[src/rtl/i2c_seq_pkg.sv]
`default_nettype none
// ============================================================================
// Module   : i2c_seq_pkg
// Brief    : State encoding, response codes and retry limit for i2c_reg_seq.
// Revision : 1.0 - initial release
// ============================================================================
package i2c_seq_pkg;

  localparam int c_state_w = 3;

  localparam logic [c_state_w-1:0] c_st_idle      = 3'd0;
  localparam logic [c_state_w-1:0] c_st_reg_byte  = 3'd1;
  localparam logic [c_state_w-1:0] c_st_data_byte = 3'd2;
  localparam logic [c_state_w-1:0] c_st_stop_wait = 3'd3;
  localparam logic [c_state_w-1:0] c_st_resp      = 3'd4;

  localparam logic [1:0] c_status_ok      = 2'b00;
  localparam logic [1:0] c_status_nack    = 2'b01;
  localparam logic [1:0] c_status_timeout = 2'b10;

  // Extra attempts after the first NACK when retry support is built in.
  localparam int c_retry_limit = 3;

endpackage
`default_nettype wire

[src/rtl/i2c_seq_timeout.sv]
`default_nettype none
// ============================================================================
// Module   : i2c_seq_timeout
// Brief    : Clearable phase counter that saturates at TIMEOUT_CYCLES-1.
// Revision : 1.0 - initial release
// ============================================================================
module i2c_seq_timeout #(
  parameter int TIMEOUT_CYCLES = 65535
) (
  input  logic clk,
  input  logic rst,
  input  logic clear,
  output logic expired
);

  localparam int c_cnt_w = (TIMEOUT_CYCLES > 2) ? $clog2(TIMEOUT_CYCLES) : 1;
  localparam logic [c_cnt_w-1:0] c_cnt_max = c_cnt_w'(TIMEOUT_CYCLES - 1);

  logic [c_cnt_w-1:0] r_cnt;

  always_ff @(posedge clk) begin
    if (!rst) begin
      r_cnt <= '0;
    end else if (clear) begin
      r_cnt <= '0;
    end else if (r_cnt != c_cnt_max) begin
      r_cnt <= r_cnt + 1'b1;
    end
  end

  assign expired = (r_cnt == c_cnt_max);

endmodule
`default_nettype wire

[src/rtl/i2c_reg_seq.sv]
`default_nettype none
// ============================================================================
// Module   : i2c_reg_seq
// Brief    : Register read/write sequencer on top of an I2C byte master.
//            Define I2C_SEQ_RETRY_EN to retry NACKed transfers.
// Revision : 1.0 - initial release
// ============================================================================
module i2c_reg_seq
  import i2c_seq_pkg::*;
#(
  parameter int TIMEOUT_CYCLES = 65535,
  parameter int DATA_W         = 8
) (
  input  logic              clk,
  input  logic              rst,
  input  logic              req_valid,
  output logic              req_ready,
  input  logic [6:0]        req_dev_addr,
  input  logic [DATA_W-1:0] req_reg_addr,
  input  logic              req_rw,
  input  logic [DATA_W-1:0] req_wdata,
  output logic              rsp_valid,
  output logic [1:0]        rsp_status,
  output logic [DATA_W-1:0] rsp_rdata,
  output logic              m_enable,
  output logic [6:0]        m_addr,
  output logic              m_rw,
  output logic [7:0]        m_data_wr,
  input  logic              m_busy,
  input  logic              m_ack_error,
  input  logic [7:0]        m_data_rd
);

  logic [c_state_w-1:0] r_state;
  logic [c_state_w-1:0] w_state_next;
  logic [6:0]           r_dev_addr;
  logic [DATA_W-1:0]    r_reg_addr;
  logic [DATA_W-1:0]    r_wdata;
  logic [DATA_W-1:0]    r_rdata;
  logic                 r_rw;
  logic [1:0]           r_status;
  logic                 r_busy_q;
  logic                 r_busy_qq;
  logic                 r_accepted;

  logic w_rise, w_fall, w_done, w_accept, w_stop_done, w_expired, w_clear;
  logic w_wait_phase, w_byte_phase, w_phase_ok, w_nack_evt, w_timeout_evt;
  logic w_retry;

  // Edges come from the registered copies so the master is sampled once per cycle.
  assign w_rise       = r_busy_q & ~r_busy_qq;
  assign w_fall       = ~r_busy_q & r_busy_qq;
  // A fall only completes a byte once a rise has been seen in an earlier cycle.
  assign w_done       = w_fall & r_accepted;
  assign w_stop_done  = ~r_busy_q & ~r_busy_qq;
  assign w_accept     = req_valid & req_ready;
  assign w_byte_phase = (r_state == c_st_reg_byte) || (r_state == c_st_data_byte);
  assign w_wait_phase = w_byte_phase || (r_state == c_st_stop_wait);
  assign w_phase_ok   = w_byte_phase ? w_done : w_stop_done;
  assign w_nack_evt   = w_byte_phase & w_done & m_ack_error;
  assign w_timeout_evt = w_wait_phase & w_expired & ~w_phase_ok;
  assign w_clear      = (w_state_next != r_state) | w_rise | w_fall;

`ifdef I2C_SEQ_RETRY_EN
  logic [1:0] r_retry_cnt;

  assign w_retry = (r_state == c_st_stop_wait) && w_stop_done &&
                   (r_status == c_status_nack) && (r_retry_cnt < 2'(c_retry_limit));

  always_ff @(posedge clk) begin
    if (!rst) begin
      r_retry_cnt <= 2'd0;
    end else if (w_accept) begin
      r_retry_cnt <= 2'd0;
    end else if (w_retry) begin
      r_retry_cnt <= r_retry_cnt + 2'd1;
    end
  end
`else
  assign w_retry = 1'b0;
`endif

  i2c_seq_timeout #(
    .TIMEOUT_CYCLES(TIMEOUT_CYCLES)
  ) u_timeout (
    .clk    (clk),
    .rst    (rst),
    .clear  (w_clear),
    .expired(w_expired)
  );

  always_ff @(posedge clk) begin
    if (!rst) begin
      r_state <= c_st_idle;
    end else begin
      r_state <= w_state_next;
    end
  end

  always_comb begin
    w_state_next = r_state;
    case (r_state)
      c_st_idle: begin
        if (w_accept) w_state_next = c_st_reg_byte;
      end
      c_st_reg_byte: begin
        if (w_done)             w_state_next = m_ack_error ? c_st_stop_wait : c_st_data_byte;
        else if (w_timeout_evt) w_state_next = c_st_resp;
      end
      c_st_data_byte: begin
        if (w_done)             w_state_next = c_st_stop_wait;
        else if (w_timeout_evt) w_state_next = c_st_resp;
      end
      c_st_stop_wait: begin
        if (w_stop_done)        w_state_next = w_retry ? c_st_reg_byte : c_st_resp;
        else if (w_timeout_evt) w_state_next = c_st_resp;
      end
      c_st_resp:  w_state_next = c_st_idle;
      default:    w_state_next = c_st_idle;
    endcase
  end

  always_comb begin
    req_ready = 1'b0;
    rsp_valid = 1'b0;
    m_enable  = 1'b0;
    m_rw      = 1'b0;
    m_data_wr = 8'h00;
    case (r_state)
      c_st_idle:      req_ready = rst;
      c_st_reg_byte: begin
        m_enable  = 1'b1;
        m_data_wr = 8'(r_reg_addr);
      end
      c_st_data_byte: begin
        m_enable  = 1'b1;
        m_rw      = r_rw;
        m_data_wr = 8'(r_wdata);
      end
      c_st_resp:      rsp_valid = 1'b1;
      default:        ;
    endcase
  end

  always_ff @(posedge clk) begin
    if (!rst) begin
      r_dev_addr <= 7'd0;
      r_reg_addr <= '0;
      r_wdata    <= '0;
      r_rdata    <= '0;
      r_rw       <= 1'b0;
      r_status   <= c_status_ok;
      r_busy_q   <= 1'b0;
      r_busy_qq  <= 1'b0;
      r_accepted <= 1'b0;
    end else begin
      r_busy_q  <= m_busy;
      r_busy_qq <= r_busy_q;
      if (w_state_next != r_state) r_accepted <= 1'b0;
      else if (w_rise)             r_accepted <= 1'b1;

      if (w_accept) begin
        r_dev_addr <= req_dev_addr;
        r_reg_addr <= req_reg_addr;
        r_wdata    <= req_wdata;
        r_rw       <= req_rw;
        r_status   <= c_status_ok;
      end else if (w_nack_evt) begin
        r_status <= c_status_nack;
      end else if (w_timeout_evt) begin
        r_status <= c_status_timeout;
      end else if (w_retry) begin
        r_status <= c_status_ok;
      end

      if ((r_state == c_st_data_byte) && w_done && !m_ack_error && r_rw) begin
        r_rdata <= DATA_W'(m_data_rd);
      end
    end
  end

  assign m_addr     = r_dev_addr;
  assign rsp_status = r_status;
  assign rsp_rdata  = r_rdata;

endmodule
`default_nettype wire

[config.mk]
export PLATFORM = sky130hd
export DESIGN_NAME = i2c_reg_seq
export DESIGN_NICKNAME = d
export VERILOG_FILES = /design/src/rtl/i2c_seq_pkg.sv /design/src/rtl/i2c_seq_timeout.sv /design/src/rtl/i2c_reg_seq.sv
export SDC_FILE = /design/constraint.sdc
export NUM_CORES = 1
export LEC_CHECK = 0
export CELL_PAD_IN_SITES_DETAIL_PLACEMENT = 1
export CELL_PAD_IN_SITES_GLOBAL_PLACEMENT = 2
export CORE_MARGIN = 2
export CORE_UTILIZATION = 26
export CTS_BUF_LIST = sky130_fd_sc_hd__clkbuf_8
export CTS_CLUSTER_DIAMETER = 40
export DETAILED_ROUTE_END_ITERATION = 7
export PLACE_DENSITY_LB_ADDON = 0.25
export SLEW_MARGIN = 10
export SYNTH_ARGS = -nofsm -noshare
export SYNTH_HDL_FRONTEND = slang
export SYNTH_SLANG_ARGS = --single-unit
[constraint.sdc]
create_clock -name clk -period 1.8 [get_ports clk]
set_input_delay 0.27 -clock clk [delete_from_list [all_inputs] [get_ports clk]]
set_output_delay 0.27 -clock clk [all_outputs]
set_load 0.02 [all_outputs]
Fig. 1: signal wires on met1
Scale bar: 20 µm. Supply wires on this layer in grey.
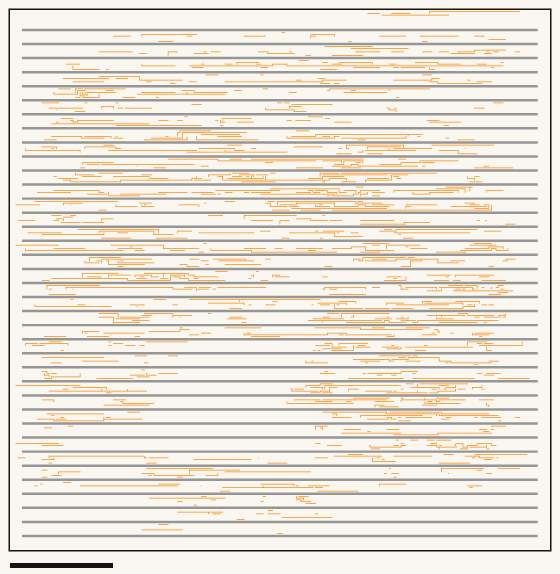
- share of all routed wire: 46%
- main direction: horizontal
- nets with wire on the layer: 416
- longest straight run: 41.9 µm
met1 GRT Util: 18.8%
Routed WL: 8100 µm
Vias: 2595

Fig. 2: M2 wires
Scale bar: 20 µm.
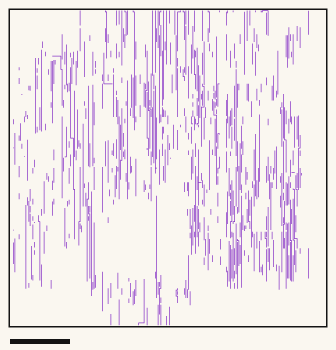
- share of all routed wire: 50%
- main direction: vertical

Fig. 3: signal wires on met3
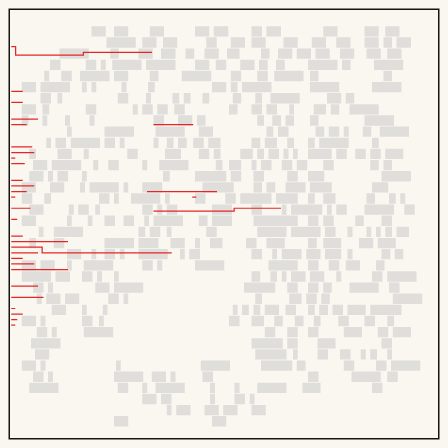
- share of all routed wire: 3.0%
- main direction: horizontal
- nets with wire on the layer: 30
GR Util met3: 2.88%

Fig. 4: routing congestion map
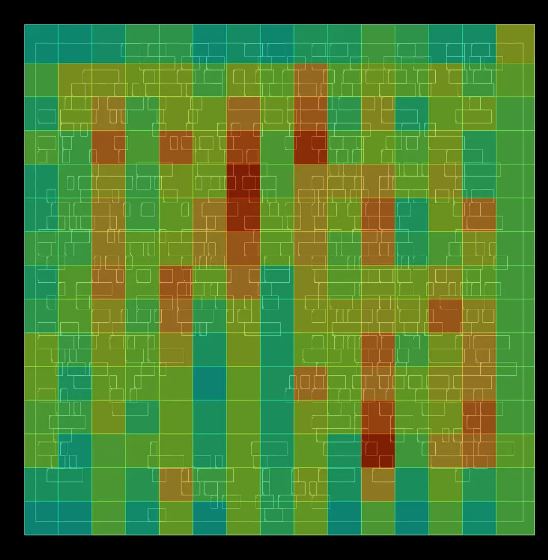
gr usage total: 14.7%
grt met2 use: 25.4%
wire length per cell: 15.0 µm
GR peak layer: met2
final core occ: 39.8%

==> impl_metrics.json <==
{
  "status": "finished, violations left",
  "violations": "negative setup slack",
  "cpPeakStageDelay_ns": 0.64,
  "wl_met3_um": 243,
  "taps": 133,
  "synth-warning-count": 0,
  "synth_cells": 309,
  "cp_slowest_cell": "or4_4",
  "hold_violations": 0,
  "clk_pin_slew_ns": 0.10,
  "simple_gate_share_pct": 27.5,
  "yosys_area_mm2": 0.00263,
  "dr.max_layer_used": "met4",
  "fp_nets": 348,
  "area_leaders": "dfxtp_1 43%, nand2_1 8.1%, a21boi_0 7.1%, mux2i_1 3.8%, nor2b_1 3.8%",
  "final_nets": 446,
  "buffers_excl_clock": 112,
  "ys_sh_mux_pct": 3.81,
  "vias_per_cell": 4.80,
  "synthXorXnorAreaFrac_pct": 0.667,
  "crit_type": "flip-flop to flip-flop",
  "endpoint": "rsp_status[1]$_SDFFE_PP0P_",
  "cellInternalPower_mw": 1.85,
  "clk-power_uw": 836,
  "hp-start": "m_addr[5]$_SDFFE_PN0P_",
  "topCombFamilyByArea": "simple AND/OR/NAND/NOR gates",
  "sh_seq_area_pct": 29.1,
  "startpoint": "u_timeout.r_cnt[10]$_SDFFE_PP0N_",
  "ff_type": "dfxtp_1",
  "aoi_share_pct": 19.9,
  "ys_sh_adder_pct": 0.953,
  "dpl.hpwl_um": 5690,
  "place_area_mm2": 0.00368,
  "cts.sinks": 56,
  "portBuffers": 65,
  "period_used_pct": 102,
  "chipArea_mm2": 0.0109,
  "yosysTopAreaCell": "dfxtp_1",
  "preCtsSetupSlack_ns": -0.107,
  "drive_gt1_share_pct": 23.3,
  "layout_top_cells": "57 x nand2_1, 53 x clkdlybuf4s50_1, 48 x dfxtp_1",
  "setup_viol": 9,
  "fp_util_pct": 26.9,
  "endpoint_kind": "flip-flop",
  "timing.rr.end": "rsp_status[1]$_SDFFE_PP0P_",
  "sw_frac_of_total_pct": 24.4,
  "p_leak_nw": 1.47,
  "numCtsBuffers": 5,
  "yosys-top-cells-count": "57 x nand2_1, 56 x dfxtp_1, 25 x a21boi_0",
  "drtAntennaViolNets": 0,
  "ys_ff": 56,
  "grt_antenna_before_repair": 0,
  "grt_pass1_wl_um": 13100,
  "setup_ws_ns": -0.0400,
  "timing.hold.ws_ns": 0.471,
  "regMostFlops": "u_timeout.r_cnt",
  "syn_area_mm2": 0.00263,
  "grt_max_degree": 38,
  "max-cap-violations": 0,
  "clk_latency_ns": 0.31,
  "syn_to_final_growth_pct": 48.0,
  "drcViolationCount": 0,
  "rsz0062_at_grt": "true",
  "cp.buffers_inverters": 1,
  "nClkBuffers": 5,
  "final-comb-area_mm2": 0.00148,
  "crit_family": "simple AND/OR/NAND/NOR gates",
  "n_antenna_cell": 0,
  "pg_seq_mw": 1.30,
  "die_y_um": 105,
  "seq_area_mm2": 0.00113,
  "worst_pin_slew_ns": 0.489,
  "hold_path_depth": 2,
  "num-nonclk-inverters": 5,
  "cp-start-kind": "flip-flop",
  "critPathArrivalTime_ns": 2.10,
  "gr-total-overflow": 0,
  "finish.instance_area_mm2": 0.00389,
  "cts_hold_buffers": 0,
  "cp_max_fo": 5,
  "finalMaxSlewViolations": 0,
  "powerComb_uw": 318,
  "m1WireLength_um": 3760,
  "cts_tree": "yes",
  "grt_pass1_vias": 2702,
  "async_flop_share_pct": 0,
  "gp_congestion": 0.780,
  "clk_share_pct": 2.77,
  "die_x_um": 105,
  "area_share_nonclk_buffers_pct": 25.4,
  "finalPower_mw": 2.45,
  "nMultiInputCombCells": 227,
  "power-per-cell-area_mw_per_mm2": 630,
  "reg2reg_slack_ns": -0.04,
  "drtIter0Drc": 41,
  "tns_ns": -0.179,
  "lay_top_count": "nand2_1",
  "cp.depth": 5,
  "irDropWorstVdd_mv": 0.297,
  "synth_cell_types": 46,
  "r2r_cells": 5,
  "p_clk_share_pct": 34.1,
  "power-top-group": "sequential cells",
  "cts_resized": 31,
  "synth_area_per_cell_um2": 8.50,
  "critPathRequiredTime_ns": 2.06,
  "hold_class": "flip-flop to flip-flop",
  "fillers": 1181,
  "core_mm2": 0.00977,
  "largest_cell_class": "logic gates",
  "num_rows": 36,
  "min_period_ns": 1.84,
  "final_cell_count_no_fill": 541,
  "power.switching_uw": 597,
  "sh_comb_area_pct": 38.0,
  "clock_path_buffers": 2,
  "edf_count": 0,
  "r2r_start": "u_timeout.r_cnt[10]$_SDFFE_PP0N_",
  "h-tree-depth": 2,
  "cts_setup_buffers": 0
}
Power and IR drop assume default switching activity.
